## src/rtl/envelope_pkg.sv

```systemverilog
// ============================================================================
// Module      : envelope_pkg
// Description : Shared state encoding and default constants for the envelope
//               sequencer.
// Revision    : 1.0 - initial release
// ============================================================================
`default_nettype none

package envelope_pkg;

    typedef enum logic [1:0] {
        IDLE    = 2'd0,
        ATTACK  = 2'd1,
        SUSTAIN = 2'd2,
        RELEASE = 2'd3
    } env_state_t;

    localparam int          CNT_W_DEF    = 24;
    localparam int          MAX_SHIFT    = 8;
    localparam logic [23:0] ATTACK_DEF   = 24'h2625A0;
    localparam logic [23:0] RELEASE_DEF  = 24'h969680;
    localparam logic [23:0] HOLD_MAX_DEF = 24'hFFFFFF;

endpackage : envelope_pkg

`default_nettype wire

```

## src/rtl/envelope_sequencer_if.sv

```systemverilog
// ============================================================================
// Module      : envelope_sequencer_if
// Description : Valid/ready configuration port carrying the attack and
//               release step periods.
// Revision    : 1.0 - initial release
// ============================================================================
`default_nettype none

interface envelope_sequencer_if #(
    parameter int CNT_W = 24
);
    logic             cfg_valid;
    logic             cfg_ready;
    logic [CNT_W-1:0] cfg_attack;
    logic [CNT_W-1:0] cfg_release;

    modport master (
        output cfg_valid,
        output cfg_attack,
        output cfg_release,
        input  cfg_ready
    );

    modport slave (
        input  cfg_valid,
        input  cfg_attack,
        input  cfg_release,
        output cfg_ready
    );
endinterface : envelope_sequencer_if

`default_nettype wire

```

## src/rtl/sync_2ff.sv

```systemverilog
// ============================================================================
// Module      : sync_2ff
// Description : Two-flop synchroniser for a single asynchronous input.
// Revision    : 1.0 - initial release
// ============================================================================
`default_nettype none

module sync_2ff (
    input  wire logic clk,
    input  wire logic rst_n,
    input  wire logic i_d,
    output logic      o_q
);

    logic r_meta;
    logic r_sync;

    always_ff @(posedge clk or negedge rst_n) begin
        if (!rst_n) begin
            r_meta <= 1'b0;
            r_sync <= 1'b0;
        end else begin
            r_meta <= i_d;
            r_sync <= r_meta;
        end
    end

    assign o_q = r_sync;

endmodule : sync_2ff

`default_nettype wire

```

## src/rtl/envelope_sequencer.sv

```systemverilog
// ============================================================================
// Module      : envelope_sequencer
// Description : IDLE/ATTACK/SUSTAIN/RELEASE envelope driving the sample
//               attenuation shift. Optional macro SUSTAIN_TIMEOUT_EN adds a
//               sustain hold limit (HOLD_MAX cycles).
// Revision    : 1.0 - initial release
// ============================================================================
`default_nettype none

module envelope_sequencer
    import envelope_pkg::*;
#(
    parameter int               CNT_W       = envelope_pkg::CNT_W_DEF,
    parameter int               MAX_SHIFT   = envelope_pkg::MAX_SHIFT,
    parameter logic [CNT_W-1:0] ATTACK_DEF  = CNT_W'(envelope_pkg::ATTACK_DEF),
    parameter logic [CNT_W-1:0] RELEASE_DEF = CNT_W'(envelope_pkg::RELEASE_DEF),
    parameter logic [CNT_W-1:0] HOLD_MAX    = CNT_W'(envelope_pkg::HOLD_MAX_DEF)
) (
    input  wire logic           clk,
    input  wire logic           reset_n,
    input  wire logic           key_on,
    envelope_sequencer_if.slave cfg,
    output logic [3:0]          shift,
    output logic                gate,
    output logic [1:0]          state
);

    localparam logic [3:0]       c_MAX_SHIFT = 4'(MAX_SHIFT);
    localparam logic [CNT_W-1:0] c_ONE       = CNT_W'(1);

    function automatic logic [CNT_W-1:0] f_period(input logic [CNT_W-1:0] p);
        return (p == '0) ? c_ONE : p;
    endfunction

    logic             w_key_s;
    logic             r_key_prev;
    logic             w_rise;
    logic             w_fall;
    logic             w_cfg_wr;
    logic             w_att_step;
    logic             w_rel_step;
    logic             w_hold_done;
    logic [CNT_W-1:0] r_attack_per;
    logic [CNT_W-1:0] r_release_per;
    logic [CNT_W-1:0] r_cnt;
    logic [3:0]       r_shift;
    env_state_t       r_state;
    logic             r_gate;
    logic             r_cfg_ready;

    sync_2ff u_key_sync (
        .clk   (clk),
        .rst_n (reset_n),
        .i_d   (key_on),
        .o_q   (w_key_s)
    );

    always_ff @(posedge clk or negedge reset_n) begin
        if (!reset_n) begin
            r_key_prev <= 1'b0;
        end else begin
            r_key_prev <= w_key_s;
        end
    end

    assign w_rise     = w_key_s & ~r_key_prev;
    assign w_fall     = ~w_key_s & r_key_prev;
    assign w_cfg_wr   = cfg.cfg_valid & r_cfg_ready;
    assign w_att_step = (r_cnt == r_attack_per - c_ONE);
    assign w_rel_step = (r_cnt == r_release_per - c_ONE);

    // Periods land on the same edge that may leave IDLE, so ATTACK sees them.
    always_ff @(posedge clk or negedge reset_n) begin
        if (!reset_n) begin
            r_attack_per  <= ATTACK_DEF;
            r_release_per <= RELEASE_DEF;
        end else if (w_cfg_wr) begin
            r_attack_per  <= f_period(cfg.cfg_attack);
            r_release_per <= f_period(cfg.cfg_release);
        end
    end

`ifdef SUSTAIN_TIMEOUT_EN
    logic [CNT_W-1:0] r_hold_cnt;

    always_ff @(posedge clk or negedge reset_n) begin
        if (!reset_n) begin
            r_hold_cnt <= '0;
        end else if (r_state == SUSTAIN) begin
            r_hold_cnt <= r_hold_cnt + c_ONE;
        end else begin
            r_hold_cnt <= '0;
        end
    end

    assign w_hold_done = (r_state == SUSTAIN) && (r_hold_cnt == HOLD_MAX - c_ONE);
`else
    assign w_hold_done = 1'b0;

    // HOLD_MAX has no effect unless the sustain timeout is built in.
    if (HOLD_MAX == '0) begin : g_hold_unused
    end
`endif

    always_ff @(posedge clk or negedge reset_n) begin
        if (!reset_n) begin
            r_state     <= IDLE;
            r_shift     <= c_MAX_SHIFT;
            r_cnt       <= '0;
            r_gate      <= 1'b0;
            r_cfg_ready <= 1'b1;
        end else begin
            case (r_state)
                IDLE: begin
                    r_shift <= c_MAX_SHIFT;
                    if (w_rise) begin
                        r_state     <= ATTACK;
                        r_cnt       <= '0;
                        r_gate      <= 1'b1;
                        r_cfg_ready <= 1'b0;
                    end
                end
                ATTACK: begin
                    if (w_fall) begin
                        r_state <= RELEASE;
                        r_cnt   <= '0;
                    end else if (r_shift == 4'd0) begin
                        r_state <= SUSTAIN;
                        r_cnt   <= '0;
                    end else if (w_att_step) begin
                        r_cnt   <= '0;
                        r_shift <= r_shift - 4'd1;
                        if (r_shift == 4'd1) begin
                            r_state <= SUSTAIN;
                        end
                    end else begin
                        r_cnt <= r_cnt + c_ONE;
                    end
                end
                SUSTAIN: begin
                    r_shift <= 4'd0;
                    if (w_fall || w_hold_done) begin
                        r_state <= RELEASE;
                        r_cnt   <= '0;
                    end
                end
                RELEASE: begin
                    // Retrigger outranks a release step landing on the same edge.
                    if (w_rise) begin
                        r_state <= ATTACK;
                        r_cnt   <= '0;
                    end else if (r_shift >= c_MAX_SHIFT) begin
                        r_state     <= IDLE;
                        r_cnt       <= '0;
                        r_gate      <= 1'b0;
                        r_cfg_ready <= 1'b1;
                    end else if (w_rel_step) begin
                        r_cnt   <= '0;
                        r_shift <= r_shift + 4'd1;
                        if (r_shift == c_MAX_SHIFT - 4'd1) begin
                            r_state     <= IDLE;
                            r_gate      <= 1'b0;
                            r_cfg_ready <= 1'b1;
                        end
                    end else begin
                        r_cnt <= r_cnt + c_ONE;
                    end
                end
                default: begin
                    r_state     <= IDLE;
                    r_shift     <= c_MAX_SHIFT;
                    r_cnt       <= '0;
                    r_gate      <= 1'b0;
                    r_cfg_ready <= 1'b1;
                end
            endcase
        end
    end

    assign cfg.cfg_ready = r_cfg_ready;
    assign shift         = r_shift;
    assign gate          = r_gate;
    assign state         = r_state;

endmodule : envelope_sequencer

`default_nettype wire

```

## src/flat_wrapper.sv

```systemverilog
// flat-port wrapper written by rule: the top's interface ports become plain ports
module envelope_sequencer_flat import envelope_pkg::*;
#(
    parameter int               CNT_W       = envelope_pkg::CNT_W_DEF,
    parameter int               MAX_SHIFT   = envelope_pkg::MAX_SHIFT,
    parameter logic [CNT_W-1:0] ATTACK_DEF  = CNT_W'(envelope_pkg::ATTACK_DEF),
    parameter logic [CNT_W-1:0] RELEASE_DEF = CNT_W'(envelope_pkg::RELEASE_DEF),
    parameter logic [CNT_W-1:0] HOLD_MAX    = CNT_W'(envelope_pkg::HOLD_MAX_DEF)
)
  (clk, reset_n, key_on, shift, gate, state, cfg_cfg_valid, cfg_cfg_attack, cfg_cfg_release, cfg_cfg_ready);
  envelope_sequencer_if #(.CNT_W(CNT_W)) cfg_i ();
  input  wire logic clk;
  input  wire logic reset_n;
  input  wire logic key_on;
  output logic [3:0] shift;
  output logic gate;
  output logic [1:0] state;
  input wire logic [$bits(cfg_i.cfg_valid)-1:0] cfg_cfg_valid;
  input wire logic [$bits(cfg_i.cfg_attack)-1:0] cfg_cfg_attack;
  input wire logic [$bits(cfg_i.cfg_release)-1:0] cfg_cfg_release;
  output wire logic [$bits(cfg_i.cfg_ready)-1:0] cfg_cfg_ready;
  assign cfg_i.cfg_valid = cfg_cfg_valid;
  assign cfg_i.cfg_attack = cfg_cfg_attack;
  assign cfg_i.cfg_release = cfg_cfg_release;
  assign cfg_cfg_ready = cfg_i.cfg_ready;
  envelope_sequencer #(.CNT_W(CNT_W), .MAX_SHIFT(MAX_SHIFT), .ATTACK_DEF(ATTACK_DEF), .RELEASE_DEF(RELEASE_DEF), .HOLD_MAX(HOLD_MAX)) u_core (.clk(clk), .reset_n(reset_n), .key_on(key_on), .cfg(cfg_i), .shift(shift), .gate(gate), .state(state));
endmodule
```

## config.mk

```make
export PLATFORM = sky130hd
export DESIGN_NAME = envelope_sequencer_flat
export DESIGN_NICKNAME = d
export VERILOG_FILES = /design/src/rtl/envelope_pkg.sv /design/src/rtl/envelope_sequencer_if.sv /design/src/rtl/sync_2ff.sv /design/src/rtl/envelope_sequencer.sv /design/src/flat_wrapper.sv
export SDC_FILE = /design/constraint.sdc
export NUM_CORES = 1
export LEC_CHECK = 0
export CAP_MARGIN = 20
export CORE_AREA = 3 3 114 116
export DETAILED_ROUTE_END_ITERATION = 10
export DIE_AREA = 0 0 117 119
export PLACE_DENSITY = 0.75
export SLEW_MARGIN = 30
export SYNTH_ARGS = -nofsm -noshare
export SYNTH_HDL_FRONTEND = slang
export SYNTH_HIERARCHICAL = 1
export SYNTH_SLANG_ARGS = --single-unit
export TNS_END_PERCENT = 10
```

## constraint.sdc

```tcl
create_clock -name clk -period 3.3 [get_ports clk]
set_input_delay 0.33 -clock clk [delete_from_list [all_inputs] [get_ports clk]]
set_output_delay 0.33 -clock clk [all_outputs]
set_load 0.1 [all_outputs]
```

Figure 1. Routed metal, one colour a layer.
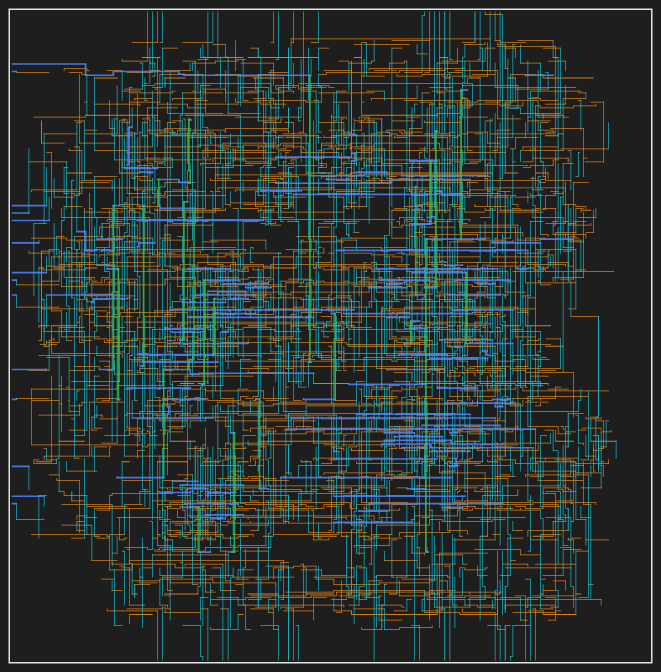
colour	layer	wire length
cyan	metal 2	9260 um
green	metal 4	478 um
blue	metal 3	1270 um
orange	metal 1	8220 um

Figure 2. Sizing map.
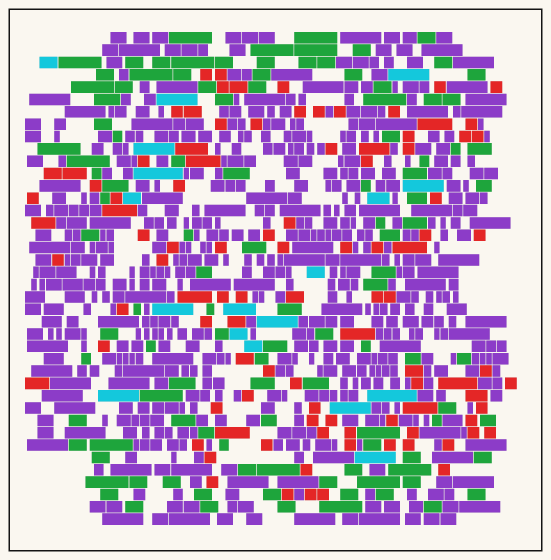
colour	size	cells	share
green	_2 cells	110	13%
red	_3 and _4 cells	98	12%
cyan	_6 and larger	18	2.2%
purple	_0 and _1 cells	597	73%

Figure 3. Cell classes on the final placement.
Fill, decap, tap and diode cells in grey.
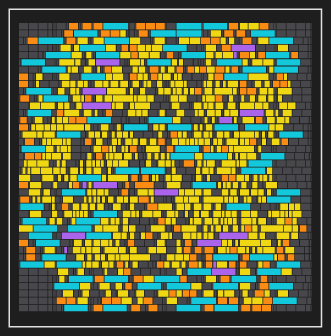
colour	class	cells	share of their area
cyan	sequential cells	83	26%
purple	clock drivers and dummy loads	16	4.0%
orange	remaining buffers and delay cells	140	15%
yellow	combinational and other logic	584	54%

==> run notes <==
Synthesis and PnR results.

- The run finished, with violations left.
- The final reports fail on setup timing.
- The maximum operating frequency is 300 MHz.
- The number of warnings the tools reported reads 34.
- The number of post-CTS setup repair buffers reads 0.
- STA classifies the critical path endpoint as a register.
- OpenSTA, run right after detailed placement, puts the worst setup slack at -0.133 ns.
- Counting tap cells, the placed design contains a total of around 950 instances.
- The antenna diode instance count reads 0.
- The sum of negative setup slack reads -0.0324 ns.
- The clock skew after layout is between 0.004 and 0.005 ns.
- The post-route clock period utilization is 101%.
- Logic depth along the worst register-to-register path is recorded as 13.
- The number of DRC markers after the initial detailed-route iteration reads 608.
- Cell internal power was estimated by the tool at 0.00383 W.
- In this run switching power makes up 44.9% of total power.
- The gate count after technology mapping is ~720.
- The die covers 13900 um2.
- The quantity of gates resized following cts is 8.
- The power density normalized to cell area reads approximately 850 nW/um2.
- The worst slew margin relative to its limit is 35.1%.
- The most prevalent standard cell on the critical path is sky130_fd_sc_hd__o31ai_1.
- The layout summary lists the proportion of cells stronger than drive strength 1 as a little over a quarter.
- Looking at the worst setup and hold paths, the clock pins of their registers show a slew of ~0.060 ns.
- The floorplan die width reads about 120 um.
- The critical path data required time reads roughly 3.5 ns.
- TritonCTS built the clock tree.
- Sequential cells burn between 20 and 30% of the power.
- The remaining design rule violation count is 0.
- The number of global-route vias before repair came to about 6300.
- The total clock network power is between 0.001 and 0.0015 W.
- The final routed wirelength across all metal layers reads roughly 19000 um.
- The per-cell via count in the routed design is between 6 and 7.
- The highest-power group is combinational logic.
- The class of the tightest hold or removal check reads input pin to asynchronous set/reset pin.
- Combinational power for this build is 0.00389 W.
- According to the CTS report, the clock sink count is ~83.
- The transition time at the pin with the least slew margin is just under 1 ns.
- Across all setup checks in the final design, the least slack found is -0.0324 ns.
- The AND-OR/OR-AND share of the synthesized area reads ~17%.
- The cell accounting for the most synthesized area is sky130_fd_sc_hd__dfrtp_1.
- The via total after detailed routing reads approximately 6300.
- The leakage power figure reads 3.11 nW.
- The critical path launch point type reads a register.
- Per the TritonCTS log, the buffer count is 9.
- The worst-case register-to-register setup slack reads -0.03 ns.
- The slowest stage of the critical path is the sky130_fd_sc_hd__or4b_4 cell.
- The synthesis report lists the Yosys warning total as 6.
- The mean instance size in the synthesized netlist reads roughly 8.9 um2.
- The total sequential power reads 0.00195 W.
- Across the VDD grid, the largest voltage drop is between 0.7 and 0.8 mV.
- The core outline area is around 12000 um2.
- The most critical hold endpoint after final layout shows a slack of around 0.056 ns.
- The all-layer global routing usage reads between 20% and 30%.
- After global routing the overflow that remains totals 0.
- The share of synthesized cell area in full adder, half adder and majority cells is 2.16%.
- The buffer type at the clock tree root is sky130_fd_sc_hd__clkbuf_16.
- The portion of synthesized cell area occupied by the leading cell type reads 25.1%.
- In this run the vertical extent of the chip is 119 um.
- The proportion of register bits with asynchronous set or reset after synthesis reads 100%.
- The basic-gate share of the synthesized area counting and, or, nand and nor cells is 25.8%.
- Yosys reports a chip area of 6370 um2.
- The number of antenna violations at the first check in global routing reads 0.
- The number of setup violations in the final report is 1.
- The largest net degree at the start of global routing is 84.
- The placement summary gives the final routability congestion estimate as 0.992.
- The peak per-stage delay on the critical path is 0.49 ns.
- The area of the mapped netlist is ~6400 um2.
- The endpoint of the most critical setup path is u_core/r_cnt[8].
- Once synthesis finished, the tally of register bits stood at ~83.
- STA lists the startpoint of the worst register-to-register path as u_core/r_attack_per[0].
- Per STA, the worst path is made up of inv_1, ha_1, or4b_4, buf_4, xnor2_1, and3_1, o21ai_0, o211ai_1, and4_4, buf_2, a21oi_1, o31ai_1, o31ai_1.
- The global-route wire length before repair is around 31000 um.
- The area overhead of the layout relative to synthesis reads 27.7%.
- The post-synth net total is about 780.
- The kind of critical path reads register to register.
- Sequential cells were found to cover 33.0% of the synthesized design area.
- The number of detailed-routing iterations run before antenna repair is 5.
- The endpoint of the worst register-to-register path reads u_core/r_cnt[8].
- The clock latency reported for the late side of the worst-skew pair reads ~0.35 ns.
- The synthesized design contains 0 enable-type register cells.
- Summing all multiplexer cells gives an area fraction of ~10%.
- The half-perimeter wire length after placement is about 14000 um.
- The power share of the combinational group is 56.0%.
- The initialized floorplan defines ~40 standard-cell rows.
- The dominant kind of combinational cell reads simple AND/OR/NAND/NOR gates.
- The critical path maximum fanout is 6.
- The post-route minimum period reads about 3.3 ns.
- The max-cap check violation count reads 0.
- The number of pins with negative max-slew slack in the final report is 0.
- The switching power reads approximately 0.0031 W.
- Per the CTS log, the maximum H-tree level is 3.
- The number of hold violations in the final report reads 0.
- The share of the core area taken by cells at floorplan is between 50% and 60%.
- After the last flow step, the layout net total stands at just under 900.
- Setup repair after global routing could not meet its margin everywhere.
- The average wire per cell in the routed design is approximately 20 um.
- The power report attributes to the clock group a share of between 10% and 20%.
- The primary flip-flop cell chosen by synthesis mapping reads sky130_fd_sc_hd__dfrtp_1.
- In this run, distinct cell masters in the synthesized netlist total 74.
- The number of buffers inserted by port buffering is ~59.
- The deepest clock path buffer count is 2.
- The parity-gate share of the synthesized area counting xor and xnor cells is approximately 7.6%.
Figure 4. Nets reached from selected ports.
Bar = 20 um.
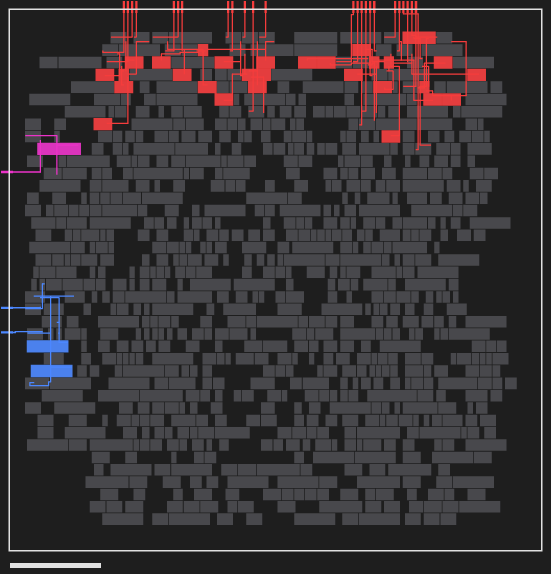
colour	port	direction	edge	end cells	buffers	wire
blue	`state`	output	west	2	2	83.5 um
magenta	`cfg_cfg_ready`	output	west	1	1	33.2 um
red	`cfg_cfg_release`	input	north	30	24	685 um

Figure 5. Placed standard cells.
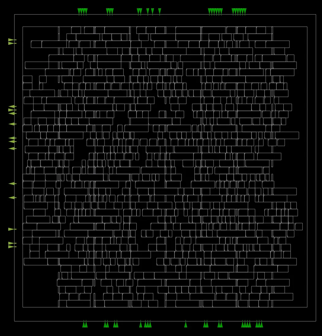
Finished Core Util: 67.7%
post-layout instance count excluding filler cells: 970
flip-flop and latch count: 83

==> area by class of cell <==
cell class | count | area (um2)
multi-input combinational | 565 | 4240
fill | 945 | 3880
sequential | 83 | 2100
timing repair buffer | 140 | 1220
clock buffer | 13 | 250
tap | 147 | 184
inverter | 19 | 71.3
clock inverter | 3 | 65.1
==> worst max-delay path: cells and delay by family, from the launching register on <==
family	cells	cell delay [ns]
AND/OR/NAND/NOR	3	0.97
flip-flops	1	0.39
buffers and inverters	3	0.50
adder cells (fa/ha/maj)	1	0.19
XOR/XNOR	1	0.16
AND-OR/OR-AND	5	0.99
==> cells in the mapped netlist (11+ instances only) <==
cell,n
sky130_fd_sc_hd__a31oi_1,14
sky130_fd_sc_hd__o21ai_0,13
sky130_fd_sc_hd__a21oi_1,22
sky130_fd_sc_hd__nand2_1,54
sky130_fd_sc_hd__ha_1,11
sky130_fd_sc_hd__o31ai_1,23
sky130_fd_sc_hd__nand4_1,14
sky130_fd_sc_hd__nor4_1,36
sky130_fd_sc_hd__mux2_2,47
sky130_fd_sc_hd__inv_1,19
sky130_fd_sc_hd__dfstp_2,19
sky130_fd_sc_hd__dfrtp_1,64
sky130_fd_sc_hd__nor3_1,27
sky130_fd_sc_hd__nand3_1,33
sky130_fd_sc_hd__xnor2_1,34
sky130_fd_sc_hd__clkbuf_1,40
sky130_fd_sc_hd__xor2_1,21
sky130_fd_sc_hd__nor2_1,41
sky130_fd_sc_hd__nand2b_1,14
==> state kept, by name (all words and copies together) (netlist names) <==
signal and flops:
u_core/cfg.cfg_ready 1, u_core/r_release_per 24, u_core/r_key_prev 1, u_core/u_key_sync/r_meta 1, u_core/r_cnt 24, u_core/r_attack_per 24
u_core/state 2, u_core/gate 1, u_core/u_key_sync/o_q 1, u_core/shift 4
==> layout by cell type (no fill, tap or decap), types with 19 or more instances in the layout <==
| cell | instances |
|---|---|
| sky130_fd_sc_hd__buf_4 | 76 |
| sky130_fd_sc_hd__dfrtp_1 | 64 |
| sky130_fd_sc_hd__clkdlybuf4s50_1 | 57 |
| sky130_fd_sc_hd__nand2_1 | 52 |
| sky130_fd_sc_hd__mux2_2 | 47 |
| sky130_fd_sc_hd__nor2_1 | 38 |
| sky130_fd_sc_hd__nor4_1 | 34 |
| sky130_fd_sc_hd__xnor2_1 | 33 |
| sky130_fd_sc_hd__nand3_1 | 32 |
| sky130_fd_sc_hd__nor3_1 | 25 |
| sky130_fd_sc_hd__a21oi_1 | 21 |
| sky130_fd_sc_hd__xor2_1 | 21 |
| sky130_fd_sc_hd__o31ai_1 | 20 |
| sky130_fd_sc_hd__inv_1 | 19 |
| sky130_fd_sc_hd__dfstp_2 | 19 |
==> per-layer routing <==
layer | GRT usage, % | vias to the layer above | part of all wire (%)
li1 | - | 2921 | -
met1 | 37.6 | 3090 | 43
met2 | 44.3 | 288 | 48
met3 | 3.81 | 47 | 6.6
met4 | 11.3 | 0 | 2.5
met5 | 0 | - | 0
==> metrics by stage <==
step	total power [W]	instance area [um2]
2_1_floorplan	0.00433	6370
3_3_place_gp	0.00538	7480
3_5_place_dp	0.00553	7490
4_1_cts	0.00672	7850
5_1_grt	0.00737	8130
6_report	0.00694	8130
Power is estimated from default activity; no workload was simulated.
